<file path="config.mk">
export PLATFORM = sky130hd
export DESIGN_NAME = twiddle_sched_flat
export DESIGN_NICKNAME = d
export VERILOG_FILES = /design/src/rtl/twiddle_sched_pkg.sv /design/src/rtl/twiddle_sched_if.sv /design/src/rtl/twiddle_addr_gen.sv /design/src/rtl/twiddle_sched.sv /design/src/flat_wrapper.sv
export SDC_FILE = /design/constraint.sdc
export NUM_CORES = 1
export LEC_CHECK = 0
export CAP_MARGIN = 0
export CORE_MARGIN = 4
export CORE_UTILIZATION = 62
export CTS_CLUSTER_SIZE = 16
export DETAILED_ROUTE_END_ITERATION = 10
export DONT_BUFFER_PORTS = 1
export PLACE_DENSITY = 0.82
export SYNTH_ARGS = -nofsm -noshare
export SYNTH_HDL_FRONTEND = slang
export SYNTH_SLANG_ARGS = --single-unit
</file>
<file path="constraint.sdc">
create_clock -name clk -period 3.9 [get_ports clk]
set_input_delay 0.585 -clock clk [delete_from_list [all_inputs] [get_ports clk]]
set_output_delay 0.585 -clock clk [all_outputs]
set_load 0.02 [all_outputs]
</file>
<file path="src/rtl/twiddle_sched_pkg.sv">
// rtl/twiddle_sched_pkg.sv - shared types, constants and butterfly address function
package twiddle_sched_pkg;

    localparam int STAGE_W = 4;

    typedef enum logic [2:0] {
        ST_IDLE,
        ST_READ,
        ST_MULT,
        ST_WAIT,
        ST_WRITE,
        ST_NEXT,
        ST_DONE
    } state_t;

    // Wide enough for the largest legal FFT (N_LOG2 = 8); callers slice down.
    typedef struct packed {
        logic [7:0] addr_a;
        logic [7:0] addr_b;
        logic [7:0] tw_addr;
    } bfly_addr_t;

    // Radix-2 DIT butterfly j of stage s: pairs are 'half' apart inside
    // groups of 2*half, twiddle stride shrinks as the stage grows.
    function automatic bfly_addr_t bfly_addr(input int n_log2,
                                             input logic [STAGE_W-1:0] s,
                                             input logic [7:0] j);
        bfly_addr_t r;
        logic [7:0] half;
        logic [7:0] pos;
        logic [7:0] grp;
        half      = 8'd1 << s;
        pos       = j & (half - 8'd1);
        grp       = j >> s;
        r.addr_a  = ((grp << s) << 1) + pos;
        r.addr_b  = r.addr_a + half;
        r.tw_addr = pos << (n_log2 - 1 - int'(s));
        return r;
    endfunction

endpackage

</file>
<file path="src/rtl/twiddle_sched_if.sv">
// rtl/twiddle_sched_if.sv - control/address bus between FFT control and twiddle_sched
// master: FFT control side (drives i_go, i_mult_done); slave: twiddle_sched.
interface twiddle_sched_if #(
    parameter int N_LOG2 = 3
);
    import twiddle_sched_pkg::*;

    logic               i_go;
    logic               i_mult_done;
    logic               o_busy;
    logic               o_done;
    logic               o_rd_en;
    logic               o_mult_start;
    logic               o_wr_en;
    logic [N_LOG2-1:0]  o_addr_a;
    logic [N_LOG2-1:0]  o_addr_b;
    logic [N_LOG2-2:0]  o_tw_addr;
    logic [STAGE_W-1:0] o_stage;
    logic               o_err;

    modport master (
        output i_go, i_mult_done,
        input  o_busy, o_done, o_rd_en, o_mult_start, o_wr_en,
        input  o_addr_a, o_addr_b, o_tw_addr, o_stage, o_err
    );

    modport slave (
        input  i_go, i_mult_done,
        output o_busy, o_done, o_rd_en, o_mult_start, o_wr_en,
        output o_addr_a, o_addr_b, o_tw_addr, o_stage, o_err
    );

endinterface

</file>
<file path="src/rtl/twiddle_addr_gen.sv">
// rtl/twiddle_addr_gen.sv - combinational (stage, butterfly) to sample/twiddle addresses
// i_stage, i_bfly in; o_addr_a, o_addr_b, o_tw_addr out (unregistered).
module twiddle_addr_gen
    import twiddle_sched_pkg::*;
#(
    parameter int N_LOG2 = 3
) (
    input  logic [STAGE_W-1:0] i_stage,
    input  logic [N_LOG2-2:0]  i_bfly,
    output logic [N_LOG2-1:0]  o_addr_a,
    output logic [N_LOG2-1:0]  o_addr_b,
    output logic [N_LOG2-2:0]  o_tw_addr
);

    bfly_addr_t w_addr;
    logic       w_unused;

    assign w_addr    = bfly_addr(N_LOG2, i_stage, 8'(i_bfly));
    assign o_addr_a  = w_addr.addr_a[N_LOG2-1:0];
    assign o_addr_b  = w_addr.addr_b[N_LOG2-1:0];
    assign o_tw_addr = w_addr.tw_addr[N_LOG2-2:0];

    // Upper bits are always zero for N_LOG2 < 8.
    assign w_unused  = ^w_addr;

endmodule

</file>
<file path="src/rtl/twiddle_sched.sv">
// rtl/twiddle_sched.sv - radix-2 DIT FFT pass sequencer for one twiddle_mult
// clk, rst_n (async, active-low); bus: twiddle_sched_if.slave (i_go, i_mult_done in;
// busy/done/strobes/addresses/stage/err out). Optional watchdog: TWIDDLE_SCHED_TIMEOUT_EN.
module twiddle_sched
    import twiddle_sched_pkg::*;
#(
    parameter int N_LOG2      = 3,
    parameter int TIMEOUT_CYC = 63
) (
    input  logic           clk,
    input  logic           rst_n,
    twiddle_sched_if.slave bus
);

    localparam int BFLY_W = N_LOG2 - 1;

    state_t             r_state;
    logic [STAGE_W-1:0] r_s;
    logic [BFLY_W-1:0]  r_j;
    logic               r_busy;
    logic               r_done;
    logic               r_rd_en;
    logic               r_mult_start;
    logic               r_wr_en;
    logic [N_LOG2-1:0]  r_addr_a;
    logic [N_LOG2-1:0]  r_addr_b;
    logic [BFLY_W-1:0]  r_tw_addr;

    logic               w_last_j;
    logic               w_last_s;
    logic [STAGE_W-1:0] w_s_nxt;
    logic [BFLY_W-1:0]  w_j_nxt;
    logic [N_LOG2-1:0]  w_addr_a;
    logic [N_LOG2-1:0]  w_addr_b;
    logic [BFLY_W-1:0]  w_tw_addr;

`ifdef TWIDDLE_SCHED_TIMEOUT_EN
    localparam int CNT_W = $clog2(TIMEOUT_CYC + 1);
    logic [CNT_W-1:0] r_wait_cnt;
    logic             r_err;
    assign bus.o_err = r_err;
`else
    localparam int unused_timeout_cyc = TIMEOUT_CYC;
    assign bus.o_err = 1'b0;
`endif

    assign w_last_j = &r_j;
    assign w_last_s = (r_s == STAGE_W'(N_LOG2 - 1));

    // Counters the next READ will use; zero when starting from IDLE.
    always_comb begin
        w_s_nxt = '0;
        w_j_nxt = '0;
        if (r_state == ST_NEXT) begin
            if (w_last_j) begin
                w_s_nxt = r_s + STAGE_W'(1);
            end else begin
                w_s_nxt = r_s;
                w_j_nxt = r_j + BFLY_W'(1);
            end
        end
    end

    twiddle_addr_gen #(.N_LOG2(N_LOG2)) u_addr_gen (
        .i_stage   (w_s_nxt),
        .i_bfly    (w_j_nxt),
        .o_addr_a  (w_addr_a),
        .o_addr_b  (w_addr_b),
        .o_tw_addr (w_tw_addr)
    );

    always_ff @(posedge clk or negedge rst_n) begin
        if (!rst_n) begin
            r_state      <= ST_IDLE;
            r_s          <= '0;
            r_j          <= '0;
            r_busy       <= 1'b0;
            r_done       <= 1'b0;
            r_rd_en      <= 1'b0;
            r_mult_start <= 1'b0;
            r_wr_en      <= 1'b0;
            r_addr_a     <= '0;
            r_addr_b     <= '0;
            r_tw_addr    <= '0;
`ifdef TWIDDLE_SCHED_TIMEOUT_EN
            r_wait_cnt   <= '0;
            r_err        <= 1'b0;
`endif
        end else begin
            r_done       <= 1'b0;
            r_rd_en      <= 1'b0;
            r_mult_start <= 1'b0;
            r_wr_en      <= 1'b0;
            case (r_state)
                ST_IDLE: begin
                    if (bus.i_go) begin
                        r_state   <= ST_READ;
                        r_s       <= '0;
                        r_j       <= '0;
                        r_busy    <= 1'b1;
                        r_rd_en   <= 1'b1;
                        r_addr_a  <= w_addr_a;
                        r_addr_b  <= w_addr_b;
                        r_tw_addr <= w_tw_addr;
                    end
                end
                ST_READ: begin
                    r_state      <= ST_MULT;
                    r_mult_start <= 1'b1;
                end
                ST_MULT: begin
                    r_state    <= ST_WAIT;
`ifdef TWIDDLE_SCHED_TIMEOUT_EN
                    r_wait_cnt <= '0;
`endif
                end
                ST_WAIT: begin
                    if (bus.i_mult_done) begin
                        r_state <= ST_WRITE;
                        r_wr_en <= 1'b1;
                    end
`ifdef TWIDDLE_SCHED_TIMEOUT_EN
                    // Abandon the pass silently; only o_err records it.
                    else if (r_wait_cnt == CNT_W'(TIMEOUT_CYC - 1)) begin
                        r_state <= ST_IDLE;
                        r_busy  <= 1'b0;
                        r_err   <= 1'b1;
                        r_s     <= '0;
                        r_j     <= '0;
                    end else begin
                        r_wait_cnt <= r_wait_cnt + CNT_W'(1);
                    end
`endif
                end
                ST_WRITE: begin
                    r_state <= ST_NEXT;
                end
                ST_NEXT: begin
                    if (w_last_j && w_last_s) begin
                        r_state <= ST_DONE;
                        r_done  <= 1'b1;
                    end else begin
                        r_state   <= ST_READ;
                        r_s       <= w_s_nxt;
                        r_j       <= w_j_nxt;
                        r_rd_en   <= 1'b1;
                        r_addr_a  <= w_addr_a;
                        r_addr_b  <= w_addr_b;
                        r_tw_addr <= w_tw_addr;
                    end
                end
                ST_DONE: begin
                    r_state <= ST_IDLE;
                    r_busy  <= 1'b0;
                end
                default: begin
                    r_state <= ST_IDLE;
                    r_busy  <= 1'b0;
                end
            endcase
        end
    end

    assign bus.o_busy       = r_busy;
    assign bus.o_done       = r_done;
    assign bus.o_rd_en      = r_rd_en;
    assign bus.o_mult_start = r_mult_start;
    assign bus.o_wr_en      = r_wr_en;
    assign bus.o_addr_a     = r_addr_a;
    assign bus.o_addr_b     = r_addr_b;
    assign bus.o_tw_addr    = r_tw_addr;
    assign bus.o_stage      = r_s;

endmodule
</file>
<file path="src/flat_wrapper.sv">
// flat-port wrapper written by rule: the top's interface ports become plain ports
module twiddle_sched_flat import twiddle_sched_pkg::*;
#(
    parameter int N_LOG2      = 3,
    parameter int TIMEOUT_CYC = 63
)
  (clk, rst_n, bus_i_go, bus_i_mult_done, bus_o_busy, bus_o_done, bus_o_rd_en, bus_o_mult_start, bus_o_wr_en, bus_o_addr_a, bus_o_addr_b, bus_o_tw_addr, bus_o_stage, bus_o_err);
  twiddle_sched_if #(.N_LOG2(N_LOG2)) bus_i ();
  input  logic clk;
  input  logic rst_n;
  input wire logic [$bits(bus_i.i_go)-1:0] bus_i_go;
  input wire logic [$bits(bus_i.i_mult_done)-1:0] bus_i_mult_done;
  output wire logic [$bits(bus_i.o_busy)-1:0] bus_o_busy;
  output wire logic [$bits(bus_i.o_done)-1:0] bus_o_done;
  output wire logic [$bits(bus_i.o_rd_en)-1:0] bus_o_rd_en;
  output wire logic [$bits(bus_i.o_mult_start)-1:0] bus_o_mult_start;
  output wire logic [$bits(bus_i.o_wr_en)-1:0] bus_o_wr_en;
  output wire logic [$bits(bus_i.o_addr_a)-1:0] bus_o_addr_a;
  output wire logic [$bits(bus_i.o_addr_b)-1:0] bus_o_addr_b;
  output wire logic [$bits(bus_i.o_tw_addr)-1:0] bus_o_tw_addr;
  output wire logic [$bits(bus_i.o_stage)-1:0] bus_o_stage;
  output wire logic [$bits(bus_i.o_err)-1:0] bus_o_err;
  assign bus_i.i_go = bus_i_go;
  assign bus_i.i_mult_done = bus_i_mult_done;
  assign bus_o_busy = bus_i.o_busy;
  assign bus_o_done = bus_i.o_done;
  assign bus_o_rd_en = bus_i.o_rd_en;
  assign bus_o_mult_start = bus_i.o_mult_start;
  assign bus_o_wr_en = bus_i.o_wr_en;
  assign bus_o_addr_a = bus_i.o_addr_a;
  assign bus_o_addr_b = bus_i.o_addr_b;
  assign bus_o_tw_addr = bus_i.o_tw_addr;
  assign bus_o_stage = bus_i.o_stage;
  assign bus_o_err = bus_i.o_err;
  twiddle_sched #(.N_LOG2(N_LOG2), .TIMEOUT_CYC(TIMEOUT_CYC)) u_core (.clk(clk), .rst_n(rst_n), .bus(bus_i));
endmodule
</file>
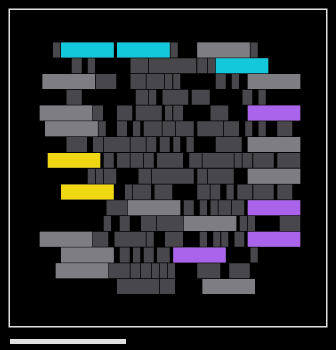
Figure 1: register map, names as in the netlist.
Bar = 20 um. Other sequential cells in the stronger gray, the rest of the logic in the fainter gray.
legend:
  `u_core.r_j`:
    color: yellow
    placed_flops: 2
  `u_core.bus.o_addr_b`:
    color: cyan
    placed_flops: 3
  `u_core.bus.o_stage`:
    color: purple
    placed_flops: 4

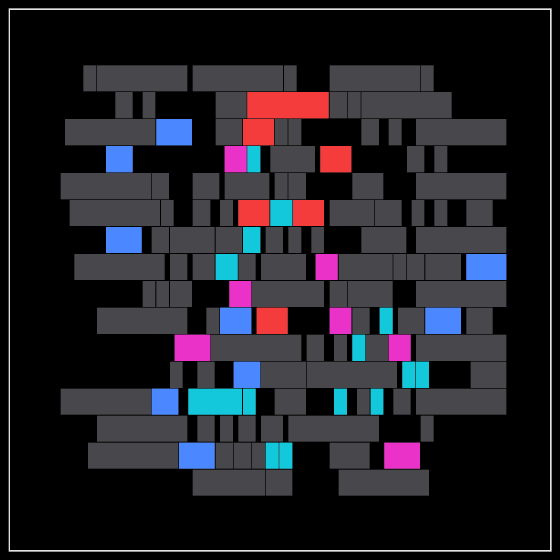
Figure 2: gate-type map.
legend:
  and/or cells:
    color: magenta
    cells: 7
  non-inverting ao/oa cells:
    color: blue
    cells: 9
  xor and xnor cells:
    color: red
    cells: 6
  nor cells:
    color: cyan
    cells: 14

==> Implementation_results.wiki <==
=== Synthesis and place and route ===
{| class="wikitable"
! Metric !! Value
|-
| Worst slack at placement || 558 ps
|-
| Number of sinks on the clock net || 22
|-
| Result of the run || completed
|-
| Critical Path Sink || u_core.bus.o_addr_b[2]$_DFFE_PN0P_
|-
| Total power divided by cell area || 499 nW/um2
|-
| Worst Setup Start Kind || flip-flop
|-
| Final antenna diode count || 0
|-
| Placer's final routability congestion estimate || 0.846
|-
| Met2 wire length || 1140 um
|-
| Average wire length per cell after detail routing || 15.5 um
|-
| Count of cell types in the netlist || 45
|-
| Crit path DAT || 3620 ps
|-
| Fraction of area in clock buffers and inverters || 0.0166
|-
| Depth of the worst register-to-register path || 12
|-
| Floorplan die area || 2970 um2
|-
| Nonclk buf count || 3
|-
| Number of flip-flops and latches in the synthesized netlist || 22
|-
| Placeable core region || 2000 um2
|-
| Number of buffers added for setup after CTS || 0
|-
| Synth Area in Compound Gates || 0.171
|-
| Reported leakage power || 0.666 nW
|-
| Crit Path Class || reg2reg
|}
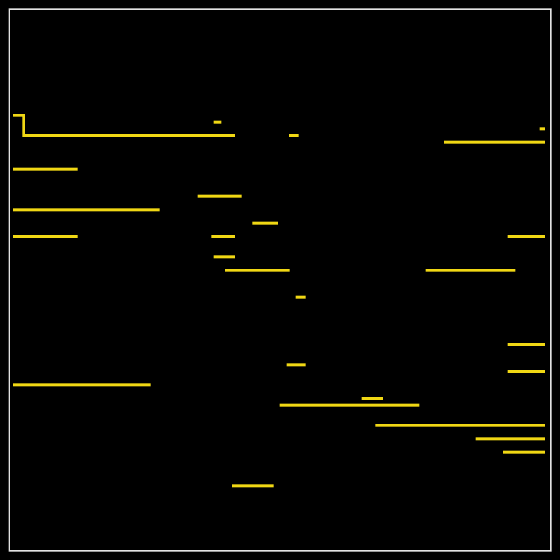
Figure 3: metal 3.
main direction: horizontal
longest straight run: 21.2 um
share of all routed wire: 6.4%
wire length on this layer: 161 um
nets with wire on the layer: 20

Power and IR drop assume default switching activity.
